### src/rtl/ac_ctrl_pkg.sv
// Shared definitions for the AC operation sequencer: op codes, FSM states,
// unit-select bundle and default widths.
package ac_ctrl_pkg;

  localparam int WIDTH_DEF   = 16;
  localparam int IN_W_DEF    = 8;
  localparam int ADDR_W_DEF  = 12;
  localparam int TIMEOUT_DEF = 15;

  localparam logic [3:0] OP_NOP = 4'd0;
  localparam logic [3:0] OP_AND = 4'd1;
  localparam logic [3:0] OP_ADD = 4'd2;
  localparam logic [3:0] OP_LDA = 4'd3;
  localparam logic [3:0] OP_CLA = 4'd4;
  localparam logic [3:0] OP_CLE = 4'd5;
  localparam logic [3:0] OP_CMA = 4'd6;
  localparam logic [3:0] OP_CME = 4'd7;
  localparam logic [3:0] OP_CIR = 4'd8;
  localparam logic [3:0] OP_CIL = 4'd9;
  localparam logic [3:0] OP_INC = 4'd10;
  localparam logic [3:0] OP_INP = 4'd11;

  typedef enum logic [1:0] {
    S_IDLE = 2'd0,
    S_RD   = 2'd1,
    S_EXEC = 2'd2,
    S_RET  = 2'd3
  } state_e;

  typedef struct packed {
    logic f_and;
    logic f_add;
    logic f_dr0;
    logic f_inpt;
    logic f_com;
    logic f_shl;
    logic f_shr;
  } sel_t;

  // Ops whose operand comes from memory.
  function automatic logic is_mem_op(input logic [3:0] op);
    return (op == OP_AND) || (op == OP_ADD) || (op == OP_LDA);
  endfunction

  function automatic logic is_legal_op(input logic [3:0] op);
    return op <= OP_INP;
  endfunction

  // Unit select for an op; CLA, CLE, CME, NOP and illegal codes select nothing.
  function automatic sel_t op_sel(input logic [3:0] op);
    sel_t s;
    s = '0;
    case (op)
      OP_AND:         s.f_and  = 1'b1;
      OP_ADD, OP_INC: s.f_add  = 1'b1;
      OP_LDA:         s.f_dr0  = 1'b1;
      OP_CMA:         s.f_com  = 1'b1;
      OP_CIR:         s.f_shr  = 1'b1;
      OP_CIL:         s.f_shl  = 1'b1;
      OP_INP:         s.f_inpt = 1'b1;
      default:        s        = '0;
    endcase
    return s;
  endfunction

endpackage

### src/rtl/ac_rd_timer.sv
// Counts RD-state cycles spent waiting for mem_ack; expired flags the cycle
// that would bring the count up to TIMEOUT.
module ac_rd_timer #(
  parameter int TIMEOUT = 15
) (
  input  logic clk,
  input  logic rst,
  input  logic clr,
  input  logic en,
  output logic expired
);

  localparam int CW = $clog2(TIMEOUT + 1);

  if (TIMEOUT < 1) begin : g_bad_timeout
    $error("TIMEOUT must be at least 1");
  end

  logic [CW-1:0] cnt;

  // Clear has priority over counting.
  always_ff @(posedge clk or posedge rst) begin
    if (rst) begin
      cnt <= '0;
    end else if (clr) begin
      cnt <= '0;
    end else if (en) begin
      cnt <= cnt + CW'(1);
    end
  end

  assign expired = en && (cnt == CW'(TIMEOUT - 1));

endmodule

### src/rtl/ac_op_sequencer.sv
// Control sequencer for the AC unit: accepts one op per handshake, fetches
// the memory operand when needed, strobes one unit select for a single cycle
// and writes the unit result back into AC/E.
module ac_op_sequencer
  import ac_ctrl_pkg::*;
#(
  parameter int WIDTH   = WIDTH_DEF,
  parameter int IN_W    = IN_W_DEF,
  parameter int ADDR_W  = ADDR_W_DEF,
  parameter int TIMEOUT = TIMEOUT_DEF
) (
  input  logic              clk,
  input  logic              rst,
  input  logic              req_valid,
  output logic              req_ready,
  input  logic [3:0]        req_op,
  input  logic [ADDR_W-1:0] req_addr,
  output logic              mem_rd,
  output logic [ADDR_W-1:0] mem_addr,
  input  logic              mem_ack,
  input  logic [WIDTH-1:0]  mem_data,
  output logic              inp_ack,
  output logic              alu_and,
  output logic              alu_add,
  output logic              alu_dr0,
  output logic              alu_inpt,
  output logic              alu_com,
  output logic              alu_shl,
  output logic              alu_shr,
  output logic              alu_e,
  output logic [WIDTH-1:0]  alu_ac,
  output logic [WIDTH-1:0]  alu_dr,
  input  logic [WIDTH-1:0]  alu_acdata,
  input  logic              alu_cout,
  output logic [WIDTH-1:0]  ac,
  output logic              e,
  output logic              ac_zero,
  output logic              ac_neg,
  output logic              done,
  output logic              err
);

  if (IN_W < 1 || IN_W > WIDTH) begin : g_bad_in_w
    $error("IN_W must lie between 1 and WIDTH");
  end

  state_e            state;
  logic [3:0]        op_q;
  logic [ADDR_W-1:0] addr_q;
  logic [WIDTH-1:0]  dr;
  logic              err_pend;
  sel_t              sel_q;
  logic              tmr_clr;
  logic              tmr_en;
  logic              rd_expired;

  assign tmr_en  = (state == S_RD) && !mem_ack;
  assign tmr_clr = (state != S_RD) || mem_ack;

  ac_rd_timer #(
    .TIMEOUT(TIMEOUT)
  ) u_rd_timer (
    .clk    (clk),
    .rst    (rst),
    .clr    (tmr_clr),
    .en     (tmr_en),
    .expired(rd_expired)
  );

  // Sequencer FSM plus AC/E/DR and all registered strobes. Illegal codes pass
  // through EXEC with no select so every register-class op, legal or not,
  // retires with the same latency. done is raised on the RET->IDLE edge so a
  // new request can be accepted in the same cycle done is seen.
  always_ff @(posedge clk or posedge rst) begin
    if (rst) begin
      state    <= S_IDLE;
      op_q     <= OP_NOP;
      addr_q   <= '0;
      ac       <= '0;
      e        <= 1'b0;
      dr       <= '0;
      err_pend <= 1'b0;
      sel_q    <= '0;
      mem_rd   <= 1'b0;
      inp_ack  <= 1'b0;
      done     <= 1'b0;
      err      <= 1'b0;
    end else begin
      sel_q   <= '0;
      inp_ack <= 1'b0;
      done    <= 1'b0;
      err     <= 1'b0;
      case (state)
        S_IDLE: begin
          if (req_valid) begin
            op_q     <= req_op;
            addr_q   <= req_addr;
            err_pend <= !is_legal_op(req_op);
            if (is_mem_op(req_op)) begin
              mem_rd <= 1'b1;
              state  <= S_RD;
            end else begin
              if (req_op == OP_INC) begin
                dr <= {{(WIDTH-1){1'b0}}, 1'b1};
              end
              sel_q   <= op_sel(req_op);
              inp_ack <= (req_op == OP_INP);
              state   <= S_EXEC;
            end
          end
        end
        S_RD: begin
          if (mem_ack) begin
            dr     <= mem_data;
            mem_rd <= 1'b0;
            sel_q  <= op_sel(op_q);
            state  <= S_EXEC;
          end else if (rd_expired) begin
            mem_rd   <= 1'b0;
            err_pend <= 1'b1;
            state    <= S_RET;
          end
        end
        S_EXEC: begin
          case (op_q)
            OP_AND, OP_LDA, OP_CLA, OP_CMA, OP_INP: begin
              ac <= alu_acdata;
            end
            OP_ADD, OP_INC: begin
              ac <= alu_acdata;
              e  <= alu_cout;
            end
            OP_CIR: begin
              ac <= alu_acdata;
              e  <= ac[0];
            end
            OP_CIL: begin
              ac <= alu_acdata;
              e  <= ac[WIDTH-1];
            end
            OP_CLE: e <= 1'b0;
            OP_CME: e <= ~e;
            default: ;
          endcase
          state <= S_RET;
        end
        S_RET: begin
          done  <= 1'b1;
          err   <= err_pend;
          state <= S_IDLE;
        end
        default: state <= S_IDLE;
      endcase
    end
  end

  assign req_ready = (state == S_IDLE);
  assign mem_addr  = addr_q;

  assign alu_and  = sel_q.f_and;
  assign alu_add  = sel_q.f_add;
  assign alu_dr0  = sel_q.f_dr0;
  assign alu_inpt = sel_q.f_inpt;
  assign alu_com  = sel_q.f_com;
  assign alu_shl  = sel_q.f_shl;
  assign alu_shr  = sel_q.f_shr;

  assign alu_e  = e;
  assign alu_ac = ac;
  assign alu_dr = dr;

  assign ac_zero = (ac == '0);
  assign ac_neg  = ac[WIDTH-1];

endmodule

### config.mk
export PLATFORM = sky130hd
export DESIGN_NAME = ac_op_sequencer
export DESIGN_NICKNAME = d
export VERILOG_FILES = /design/src/rtl/ac_ctrl_pkg.sv /design/src/rtl/ac_rd_timer.sv /design/src/rtl/ac_op_sequencer.sv
export SDC_FILE = /design/constraint.sdc
export NUM_CORES = 1
export LEC_CHECK = 0
export ABC_AREA = 1
export CORE_MARGIN = 2
export CORE_UTILIZATION = 35
export DETAILED_ROUTE_END_ITERATION = 7
export DONT_BUFFER_PORTS = 1
export PLACE_DENSITY = 0.52
export SLEW_MARGIN = 5
export SYNTH_ARGS = -nofsm -noshare
export SYNTH_HDL_FRONTEND = slang
export SYNTH_SLANG_ARGS = --single-unit
### constraint.sdc
create_clock -name clk -period 2.16 [get_ports clk]
set_input_delay 0.432 -clock clk [delete_from_list [all_inputs] [get_ports clk]]
set_output_delay 0.432 -clock clk [all_outputs]
set_load 0.01 [all_outputs]
**Run 1: the metal 1 layer**

Bar = 20 um.
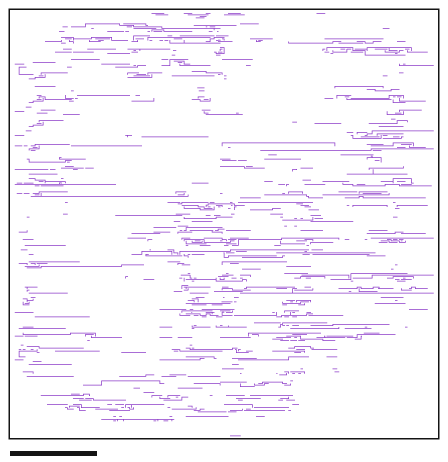
The layer holds 45% of the routed length. The layer carries 2840 um of wire.

**Run 1: signal wires on met2**

Bar = 20 um. Cells faint in the background.
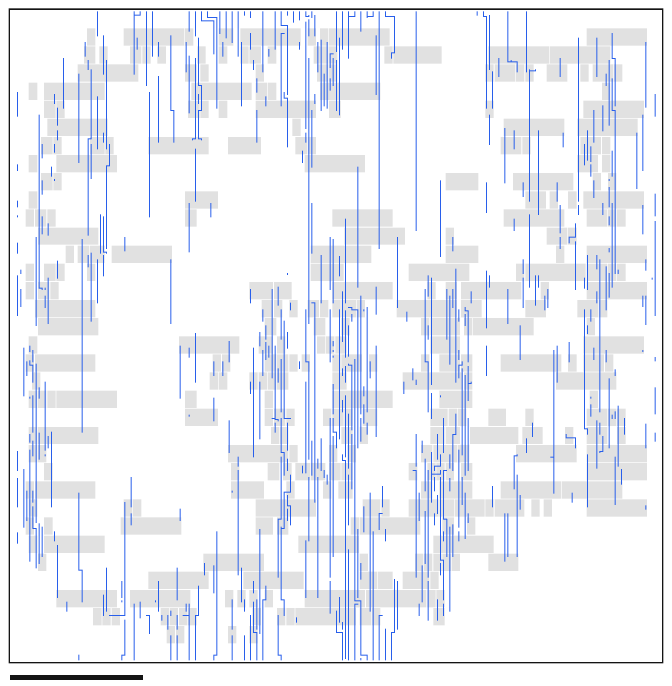
The layer holds 46% of the routed length. The layer carries 2930 um of wire. The longest straight run is 39.8 um.

**Run 1: metal 3**

Bar = 20 um. Cells faint in the background.
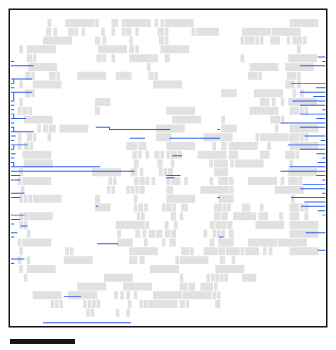
69 nets have wire on it. The layer carries 431 um of wire. The wires run mostly horizontal. The layer holds 6.8% of the routed length. The longest straight run is 37.9 um.

==> flow_summary.json, run 1 <==
{
  "overflow": 0,
  "cp_num_buf_inv": 0,
  "seq_area_share_pct": 52.00,
  "critical_path_class": "reg -> out",
  "yosysTopAreaCell": "dfrtp_1",
  "cts_buffer_depth": 2,
  "cts-root-buf": "clkbuf_8",
  "top_logic_kind": "simple AND/OR/NAND/NOR gates",
  "clock_sinks": 67,
  "synth_cells": 345,
  "max_freq_mhz": 510.1,
  "wirelength_mm": 6.330,
  "portBuffers": 0,
  "sh_comb_area_pct": 33.06,
  "synth-main-ff-cell": "dfrtp_1",
  "p_int_mw": 2.740,
  "fp_util_pct": 35.71,
  "inverters": 34,
  "layout_top_cell": "nand2_1",
  "diodes": 0,
  "place_ws_ns": 0.4000,
  "critPathMaxFanout": 5,
  "top_cells_by_count": "nand2_1, dfrtp_1, inv_1",
  "rsz0062_at_grt": "false",
  "crit_path_end": "ac_zero",
  "use_met2_pct": 21.50,
  "xor_share_pct": 0.5680,
  "dominant_cells": "sequential cells",
  "ys_cells": 345,
  "cts_tree": "done",
  "ctsHoldBuffers": 0,
  "num_tap_cells": 108,
  "crit_required_ns": 1.73,
  "place.gp.congestion": 0.7598,
  "ys_types": 27,
  "p_clk_mw": 0.849,
  "pwr-share-seq_pct": 50.8,
  "io_pins": 129,
  "combPwrFrac_pct": 32.1,
  "met3WireLength_um": 430,
  "grt_pass1_vias": 2168,
  "reg2reg_slack_ns": 0.40,
  "dieArea_sq_um": 9579,
  "fin_skew_ns": 0.007900,
  "hold_violations": 0,
  "fin_crit_sh_pct": 90.76,
  "yosysTopAreaCellShare_pct": 54.36,
  "buf_share_pct": 2.173,
  "ff_count": 67,
  "cp_cell_sequence": "nor4_1 -> nand2_1 -> nor2_1",
  "postCtsSetupRepairBufs": 0,
  "core_sq_um": 8636,
  "status": "completed",
  "grt_max_degree": 68,
  "cp.depth": 3,
  "slew_viol_final": 0,
  "met1_usage_pct": 17.50,
  "syn-num-nets": 404,
  "p_per_area_nw_per_um2": 1535,
  "postSynthSeqShare_pct": 54.36,
  "warnings": 30,
  "final_nets": 392,
  "dpl.hpwl_mm": 4.483,
  "ys_seq_elements": 67,
  "ys_sh_adder_pct": 2.434,
  "rows": 34,
  "clock_latency_ns": 0.33,
  "synth.avg_cell_area_sq_um": 8.940,
  "met3_usage_pct": 4.724,
  "antenna_found_initial": 0,
  "whs_ns": 0.04492,
  "critPathTopFamily": "simple AND/OR/NAND/NOR gates",
  "ff_latch_area_sq_um": 1677,
  "avgViaCountPerCell": 4.845,
  "ys_sh_mux_pct": 0,
  "simple_gate_area_share_pct": 21.10,
  "finalPower_mw": 4.950,
  "setup_violations": 0,
  "yosys_warnings": 0,
  "synth_area_sq_um": 3084,
  "timing.rr.start": "state[0]$_DFFE_PP0P_",
  "nClkBuffers": 11
}
==> inputs of run 2 (changes only) <==
- CAP_MARGIN: default -> 25
**Run 2: the metal 1 layer**

Bar = 20 um.
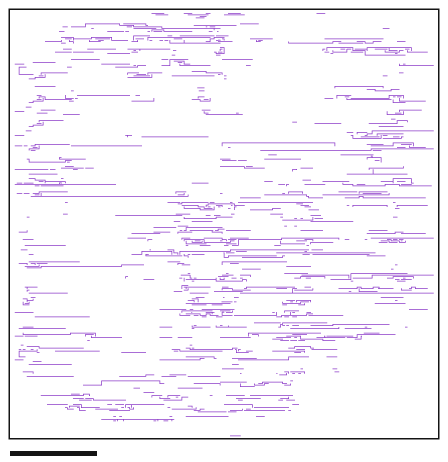
The wires run mostly horizontal. The layer holds 45% of the routed length. The layer carries 2840 um of wire.

==> run 2 against run 1 <==
Net effect:
- wire length stayed put
- clock power hardly changed
- critical path type unchanged
- combinational power hardly changed
- first-iteration DRC count stayed put
- clock skew stayed put
- final area stayed put
- via count stayed put
- die size stayed put
- critical endpoint unchanged
- setup slack stayed put
- sequential share of layout area stayed put
==> flow_summary.json, run 2 <==
{
  "inverters": 34,
  "setup_violations": 0,
  "grt_pass1_vias": 2168,
  "crit_required_ns": 1.73,
  "timing.rr.start": "state[0]$_DFFE_PP0P_",
  "rows": 34,
  "ctsHoldBuffers": 0,
  "avgViaCountPerCell": 4.845,
  "yosysTopAreaCell": "dfrtp_1",
  "cts-root-buf": "clkbuf_8",
  "buf_share_pct": 2.173,
  "clock_latency_ns": 0.33,
  "met1_usage_pct": 17.50,
  "xor_share_pct": 0.5680,
  "critical_path_class": "reg -> out",
  "cp_num_buf_inv": 0,
  "postSynthSeqShare_pct": 54.36,
  "dieArea_sq_um": 9579,
  "layout_top_cell": "nand2_1",
  "yosys_warnings": 0,
  "cts_buffer_depth": 2,
  "buffers": 6,
  "pwr-share-seq_pct": 50.8,
  "place_ws_ns": 0.4000,
  "syn-num-nets": 404,
  "core_sq_um": 8636,
  "p_clk_mw": 0.849,
  "fin_skew_ns": 0.007900,
  "portBuffers": 0,
  "fp_util_pct": 35.71,
  "use_met2_pct": 21.50,
  "synth.avg_cell_area_sq_um": 8.940,
  "postCtsSetupRepairBufs": 0,
  "ys_sh_mux_pct": 0,
  "fin_crit_sh_pct": 90.76,
  "highest_layer": "met4",
  "synth_cells": 345,
  "antenna_found_initial": 0,
  "ys_types": 27,
  "warnings": 30,
  "dpl.hpwl_mm": 4.483,
  "io_pins": 129,
  "final_cell_count_no_fill": 444,
  "sh_comb_area_pct": 33.06,
  "crit_path_end": "ac_zero",
  "reg2reg_slack_ns": 0.40,
  "seq_area_share_pct": 52.00,
  "p_int_mw": 2.740,
  "cts_tree": "done",
  "diodes": 0,
  "ys_seq_elements": 67,
  "ff_latch_area_sq_um": 1677,
  "grt_max_degree": 68,
  "yosysTopAreaCellShare_pct": 54.36,
  "wirelength_mm": 6.330,
  "rsz0062_at_grt": "false",
  "nClkBuffers": 11,
  "status": "completed",
  "finalPower_mw": 4.950,
  "combPwrFrac_pct": 32.1,
  "synth-main-ff-cell": "dfrtp_1",
  "p_per_area_nw_per_um2": 1535,
  "top_cells_by_count": "nand2_1, dfrtp_1, inv_1",
  "hold_violations": 0,
  "max_freq_mhz": 510.1,
  "critPathMaxFanout": 5,
  "slew_viol_final": 0,
  "whs_ns": 0.04492,
  "worst-r2r-cell-count": 8,
  "ff_count": 67,
  "clock_sinks": 67,
  "ys_cells": 345,
  "overflow": 0,
  "met3_usage_pct": 4.724,
  "die_h_um": 97.87,
  "busiest_layer": "met2",
  "simple_gate_area_share_pct": 21.10,
  "num_tap_cells": 108,
  "leakage_nw": 1.591,
  "met3WireLength_um": 430,
  "dominant_cells": "sequential cells",
  "cp_cell_sequence": "nor4_1 -> nand2_1 -> nor2_1",
  "critPathTopFamily": "simple AND/OR/NAND/NOR gates",
  "top_logic_kind": "simple AND/OR/NAND/NOR gates",
  "cp.depth": 3,
  "ys_sh_adder_pct": 2.434,
  "synth_area_sq_um": 3084,
  "final_nets": 392
}
**Run 2: placement density heat map**

The die is cut into 10 by 10 equal tiles; white is low, dark blue is high, 0 to 100% covered.
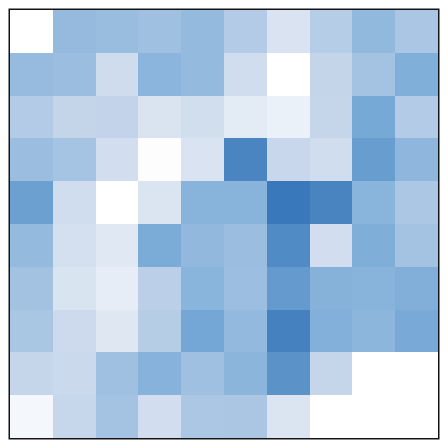
The mean over all tiles is 32%. The fullest tile reaches 71%. 9.0% of the tiles are nearly empty.

Power figures rest on the tool's default switching activity, not on a simulated workload.
